===== src/rtl/sirali_hesap_cekirdegi.sv =====
// Multi-cycle unsigned calculator core: add/sub in one step, mul/div one bit per clock,
// integer sqrt one bit-pair per clock, behind a basla/hazir/gecerli handshake.
module sirali_hesap_cekirdegi #(
  parameter int WIDTH = 32
) (
  input  logic                 clk,
  input  logic                 rst,
  input  logic                 basla,
  input  logic [2:0]           tur,
  input  logic [WIDTH-1:0]     sayi1,
  input  logic [WIDTH-1:0]     sayi2,
  output logic                 hazir,
  output logic [2*WIDTH-1:0]   sonuc,
  output logic                 tasma,
  output logic                 hata,
  output logic                 gecerli
);

  localparam int H  = WIDTH / 2;
  localparam int W2 = 2 * WIDTH;
  localparam int CW = $clog2(WIDTH + 1);

  localparam logic [2:0] OP_ADD  = 3'b000;
  localparam logic [2:0] OP_SUB  = 3'b001;
  localparam logic [2:0] OP_MUL  = 3'b010;
  localparam logic [2:0] OP_DIV  = 3'b011;
  localparam logic [2:0] OP_SQRT = 3'b100;

  typedef enum logic {BOS, HESAP} durum_t;

  durum_t            state_q, state_d;
  logic [2:0]        tur_q, tur_d;
  logic [WIDTH-1:0]  a_q, a_d;
  logic [WIDTH-1:0]  b_q, b_d;
  logic [W2-1:0]     acc_q, acc_d;
  logic [WIDTH-1:0]  rem_q, rem_d;
  logic [CW-1:0]     cnt_q, cnt_d;
  logic [W2-1:0]     sonuc_q, sonuc_d;
  logic              tasma_q, tasma_d;
  logic              hata_q, hata_d;
  logic              gecerli_q, gecerli_d;

  logic [WIDTH:0]    add_sum, sub_dif;
  logic [WIDTH:0]    mul_sum;
  logic [W2-1:0]     mul_acc;
  logic [WIDTH:0]    div_sh, div_dif;
  logic              div_ge;
  logic [WIDTH-1:0]  div_rem, div_quo;
  logic [H+2:0]      sq_sh, sq_trial, sq_dif;
  logic              sq_ge;
  logic [WIDTH-1:0]  sq_rem;
  logic [H-1:0]      sq_root;

  // One iteration step of each iterative unit, evaluated from the working registers.
  always_comb begin
    add_sum  = {1'b0, a_q} + {1'b0, b_q};
    sub_dif  = {1'b0, a_q} - {1'b0, b_q};

    mul_sum  = {1'b0, acc_q[W2-1:WIDTH]} + (b_q[0] ? {1'b0, a_q} : '0);
    mul_acc  = {mul_sum, acc_q[WIDTH-1:1]};

    div_sh   = {rem_q, a_q[WIDTH-1]};
    div_dif  = div_sh - {1'b0, b_q};
    div_ge   = (div_sh >= {1'b0, b_q});
    div_rem  = WIDTH'(div_ge ? div_dif : div_sh);
    div_quo  = {a_q[WIDTH-2:0], div_ge};

    sq_sh    = {rem_q[H:0], a_q[WIDTH-1:WIDTH-2]};
    sq_trial = {1'b0, acc_q[H-1:0], 2'b01};
    sq_dif   = sq_sh - sq_trial;
    sq_ge    = (sq_sh >= sq_trial);
    sq_rem   = WIDTH'(sq_ge ? sq_dif : sq_sh);
    sq_root  = {acc_q[H-2:0], sq_ge};
  end

  // Next-state: accept in BOS, iterate in HESAP, publish results on the last count.
  always_comb begin
    state_d   = state_q;
    tur_d     = tur_q;
    a_d       = a_q;
    b_d       = b_q;
    acc_d     = acc_q;
    rem_d     = rem_q;
    cnt_d     = cnt_q;
    sonuc_d   = sonuc_q;
    tasma_d   = tasma_q;
    hata_d    = hata_q;
    gecerli_d = 1'b0;

    case (state_q)
      BOS: begin
        if (basla) begin
          state_d = HESAP;
          tur_d   = tur;
          a_d     = sayi1;
          b_d     = sayi2;
          acc_d   = '0;
          rem_d   = '0;
          case (tur)
            OP_MUL:  cnt_d = CW'(WIDTH);
            OP_DIV:  cnt_d = (sayi2 == '0) ? CW'(1) : CW'(WIDTH);
            OP_SQRT: cnt_d = CW'(H);
            default: cnt_d = CW'(1);
          endcase
        end
      end

      HESAP: begin
        case (tur_q)
          OP_MUL: begin
            acc_d = mul_acc;
            b_d   = b_q >> 1;
          end
          OP_DIV: begin
            rem_d = div_rem;
            a_d   = div_quo;
          end
          OP_SQRT: begin
            rem_d = sq_rem;
            acc_d = W2'(sq_root);
            a_d   = a_q << 2;
          end
          default: ;
        endcase
        cnt_d = cnt_q - CW'(1);

        if (cnt_q == CW'(1)) begin
          state_d   = BOS;
          gecerli_d = 1'b1;
          sonuc_d   = '0;
          tasma_d   = 1'b0;
          hata_d    = 1'b0;
          case (tur_q)
            OP_ADD: begin
              sonuc_d = W2'(add_sum);
              tasma_d = add_sum[WIDTH];
            end
            OP_SUB: begin
              sonuc_d = W2'(sub_dif[WIDTH-1:0]);
              tasma_d = sub_dif[WIDTH];
            end
            OP_MUL:  sonuc_d = mul_acc;
            OP_DIV: begin
              // Divide by zero takes the single-count path and reports only hata.
              if (b_q == '0) hata_d = 1'b1;
              else           sonuc_d = {div_rem, div_quo};
            end
            OP_SQRT: sonuc_d = W2'(sq_root);
            default: hata_d = 1'b1;
          endcase
        end
      end

      default: state_d = BOS;
    endcase
  end

  always_ff @(posedge clk or posedge rst) begin
    if (rst) begin
      state_q   <= BOS;
      tur_q     <= '0;
      a_q       <= '0;
      b_q       <= '0;
      acc_q     <= '0;
      rem_q     <= '0;
      cnt_q     <= '0;
      sonuc_q   <= '0;
      tasma_q   <= 1'b0;
      hata_q    <= 1'b0;
      gecerli_q <= 1'b0;
    end else begin
      state_q   <= state_d;
      tur_q     <= tur_d;
      a_q       <= a_d;
      b_q       <= b_d;
      acc_q     <= acc_d;
      rem_q     <= rem_d;
      cnt_q     <= cnt_d;
      sonuc_q   <= sonuc_d;
      tasma_q   <= tasma_d;
      hata_q    <= hata_d;
      gecerli_q <= gecerli_d;
    end
  end

  assign hazir   = (state_q == BOS);
  assign sonuc   = sonuc_q;
  assign tasma   = tasma_q;
  assign hata    = hata_q;
  assign gecerli = gecerli_q;

endmodule

===== config.mk =====
export PLATFORM = sky130hd
export DESIGN_NAME = sirali_hesap_cekirdegi
export DESIGN_NICKNAME = d
export VERILOG_FILES = /design/src/rtl/sirali_hesap_cekirdegi.sv
export SDC_FILE = /design/constraint.sdc
export NUM_CORES = 1
export LEC_CHECK = 0
export CAP_MARGIN = 25
export CORE_MARGIN = 4
export CORE_UTILIZATION = 50
export DETAILED_ROUTE_END_ITERATION = 6
export MAX_ROUTING_LAYER = met4
export PLACE_DENSITY_LB_ADDON = 0.05
export REMOVE_ABC_BUFFERS = 1
export SLEW_MARGIN = 20
export SYNTH_ARGS = -nofsm -noshare
export SYNTH_HDL_FRONTEND = slang
export SYNTH_SLANG_ARGS = --single-unit

===== constraint.sdc =====
create_clock -name clk -period 8.7 [get_ports clk]
set_input_delay 1.305 -clock clk [delete_from_list [all_inputs] [get_ports clk]]
set_output_delay 1.305 -clock clk [all_outputs]
set_load 0.01 [all_outputs]

==> CHANGELOG.md, run 1 <==
### Changed

- Nets: 2651
- Drc violations: 21
- Hold endpoint: acc_q[44]
- Clk. pwr: 1.33 mW
- Reg2reg setup slack: 4.39 ns
- Most common reg cell: dfrtp_1
- WP data arrival: 4.77 ns
- CTS tree: yes
- Tot Pwr: 9.02 mW
- Worst Path Buf+Inv: 2
- Busiest grt layer: met2
- Max clock buf depth: 3
- CP Launch Type: flip-flop
- Combinational power: 5.67 mW
- Worst VDD drop: 0.000250 V
- Crit Path Class: flip-flop to flip-flop
- Top comb family, area: AND-OR/OR-AND gates
- Layout cell share with drive strength beyond 1: 4.73%
- Data buffer area share: 7.26%
- Core Box Area: 37900 um^2
- Max-cap violations: 0
- Max power group: combinational logic
- Cell Type Count: 86
- AND/OR/NAND/NOR Cells, Area Fraction: 17.2%
- Period utilisation layout: 49.5%
- Gr ovfl total: 0
- Largest net degree at the start of global routing: 163
- Chip area: 41900 um^2
- Wire length on met3: 6150 um
- Met2 Use GR: 53.4%
- Gr usage total: 35.6%
- Met1 GRT Util: 48.0%
- Outcome: finished with violations
- Multi-input logic area: 12400 um^2
- Logic share of the area: 56.2%
- Worst Path Max Fanout: 38
- Pins over their slew limit: 0
- P_sw: 4.60 mW
- Most frequent logic cell in the layout: nand2_1
- Final WL: 74500 um
- Cell count in the Yosys report: 2380
- Async S/R FF share, synth: 100%
- Yosys chip area: 19400 um^2
- DR vias/cell: 6.51
- Pwr dens: 408 nW/um^2
- Vias in the first global route: 18200
- Synth Cell Area: 19400 um^2
- Fin cells: 2961
- Post-Place Cell Area: 21000 um^2
- Clk pin slew, worst setup/hold paths: 0.06 ns
- Slew HR: 26.7%
- Flops: 237
- Pint: 4.42 mW
- Dpl cells: 2907
- Clk pwr share: 14.7%
- Synth area leader: dfrtp_1
- Worst Setup Slack, final: 4.39 ns
- Worst setup startpoint: a_q[31]
- Setup bufs post-CTS: 0
- Failing checks: DRC
- Min-delay src: acc_q[44]
- Sequential power: 2.02 mW
- Final setup violating endpoints: 0
- Fin crit period: 4.31 ns
- Largest cell class: multi-input combinational cells
- Post-route ant nets: 0
- Avg WL per Cell: 25.2 um
- Worst path depth: 12
- Top cell by count, worst path: o21ai_0
- Syn-to-layout area delta: 14.1%
Figure 1. Wire density map (run 1).
The die is cut into 20 by 20 equal tiles; dark purple is low, yellow is high, scaled to the fullest tile. Values are wire area over tile area, all layers added.
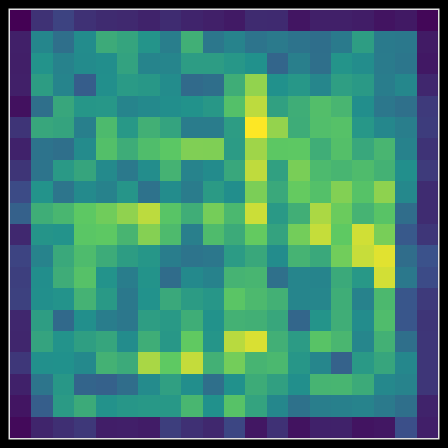
tiles over half the peak: 50%
mean over tiles: 0.30
fullest tile: 0.63

Figure 2. Placement density heat map (run 1).
Scale bar: 50 um. The die is cut into 20 by 20 equal tiles; dark purple is low, yellow is high, 0 to 100% covered.
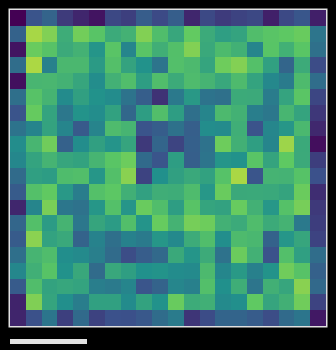
tiles over 75% full: 9.0%
fullest tile: 87%
nearly empty tiles: 0.30%
mean over tiles: 51%

Figure 3. Clock routing (run 1).
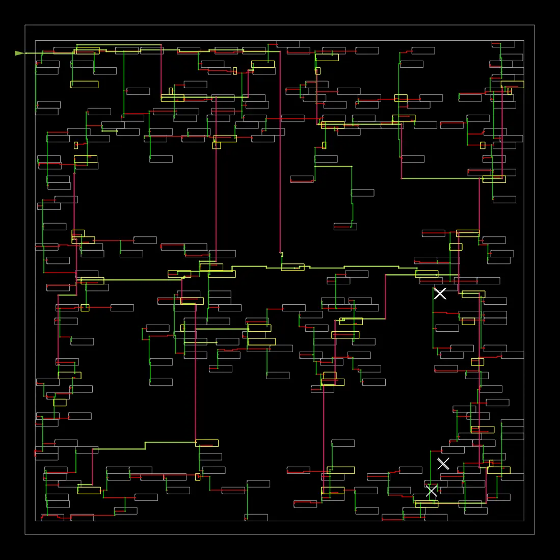
clk sinks: 237
clock insertion delay at the later pin of the skew report: 0.58 ns

Figure 4. Sequential cells colored by netlist name (run 1).
Scale bar: 50 um. Other sequential cells in the stronger gray, the rest of the logic in the fainter gray.
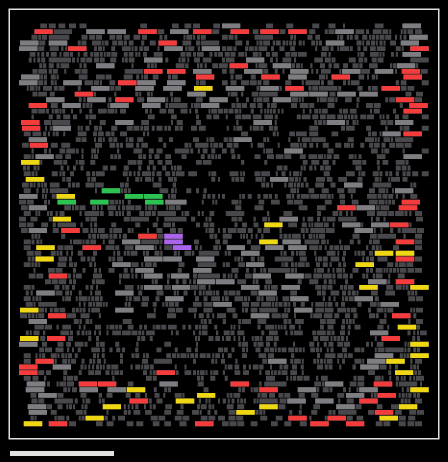

==> run 1 -> run 2 <==
clock period = 3.7 ns   (was 8.7 ns; I/O delays follow)
Figure 5. Sequential cells colored by netlist name (run 2).
Scale bar: 50 um. Other sequential cells in the stronger gray, the rest of the logic in the fainter gray.
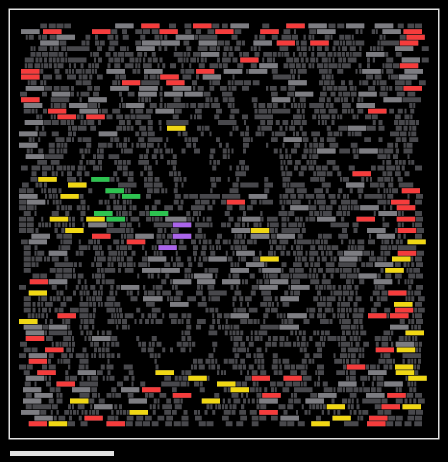
legend:
  green:
    name_in_the_netlist: cnt_q
    sequential_cells: 6
    where: west
  yellow:
    name_in_the_netlist: a_q
    sequential_cells: 32
  purple:
    name_in_the_netlist: tur_q
    sequential_cells: 3
  red:
    name_in_the_netlist: sonuc
    sequential_cells: 64
    where: widely spread

==> CHANGELOG.md, run 2 <==
### Changed

- Outcome: finished with violations
- Failing checks: DRC
- Data buffer area share: 10.5%
- Busiest grt layer: met2
- Drc violations: 3
- # diodes: 2
- Layout cell share with drive strength beyond 1: 9.14%
- AND/OR/NAND/NOR Cells, Area Fraction: 17.2%
- Avg WL per Cell: 25.7 um
- Gr ovfl total: 0
- Crit Reg-Reg Endpoint: sonuc[45]
- Sw Share: 51.0%
- Max-cap violations: 0
- P_sw: 11.3 mW
- Post-route ant nets: 0
- Reg2reg setup slack: 0.10 ns
- Met1 GRT Util: 49.7%
- Worst Path Max Fanout: 7
- Logic share of the area: 54.5%
- Reg power frac: 20.6%
- CP Launch Type: flip-flop
- Period utilisation layout: 97.2%
- Top comb family, area: AND-OR/OR-AND gates
- Most frequent logic cell in the layout: nand2_1
- Clk sinks: 237
- Pint: 10.8 mW
- Yosys chip area: 19400 um^2
- Tot Pwr: 22.1 mW
- Fin crit period: 3.60 ns
- Largest cell class: multi-input combinational cells
- Clk pwr share: 13.5%
- Worst setup startpoint: b_q[8]
- Fin cells: 3063
- Crit Path Class: flip-flop to flip-flop
- Die width: 205 um
- Worst Path Buf+Inv: 3
- Slew HR: 28.7%
- Met2 Use GR: 56.1%
- Max clock buf depth: 3
- Setup bufs post-CTS: 0
- Most common reg cell: dfrtp_1
- Multi-input logic area: 12500 um^2
- Largest net degree at the start of global routing: 81
- Async S/R FF share, synth: 100%
- Dpl cells: 3002
- Sequential power: 4.55 mW
- Final setup violating endpoints: 0
- Combinational power: 14.5 mW
- WP data arrival: 4.07 ns
- CTS tree: yes
- Worst Setup Slack, final: 0.105 ns
- Clk. pwr: 2.98 mW
- Gr usage total: 37.4%
- Pins over their slew limit: 0
- I/O pin cnt: 138
- Worst VDD drop: 0.000543 V
- Wire length on met3: 6990 um
- Worst path depth: 13
- Pwr dens: 964 nW/um^2
- Core Box Area: 37900 um^2
- Synth Cell Area: 19400 um^2
- Post-Place Cell Area: 21800 um^2
- DR vias/cell: 6.52
- CP endpoint: sonuc[45]
- Syn-to-layout area delta: 18.2%
- Synth area leader: dfrtp_1
- Max power group: combinational logic
- Cell Type Count: 86
- Vias in the first global route: 19100
- Cell count in the Yosys report: 2380
- Chip area: 41900 um^2
- Flops: 237
- GPL Wtd Cong: 1.06
Figure 6. Wire density map (run 2).
The die is cut into 20 by 20 equal tiles; dark purple is low, yellow is high, scaled to the fullest tile. Values are wire area over tile area, all layers added.
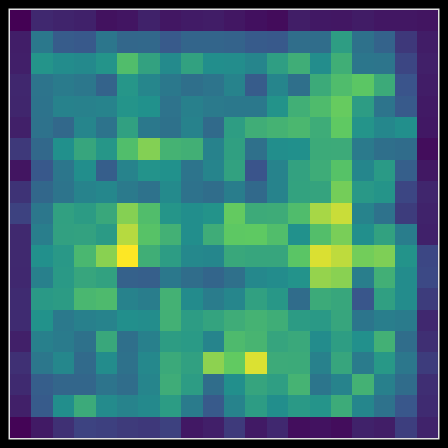
nearly empty tiles: 0.50%
fullest tile: 0.75
mean over tiles: 0.32
tiles over half the peak: 37%

Power is estimated from default activity; no workload was simulated.
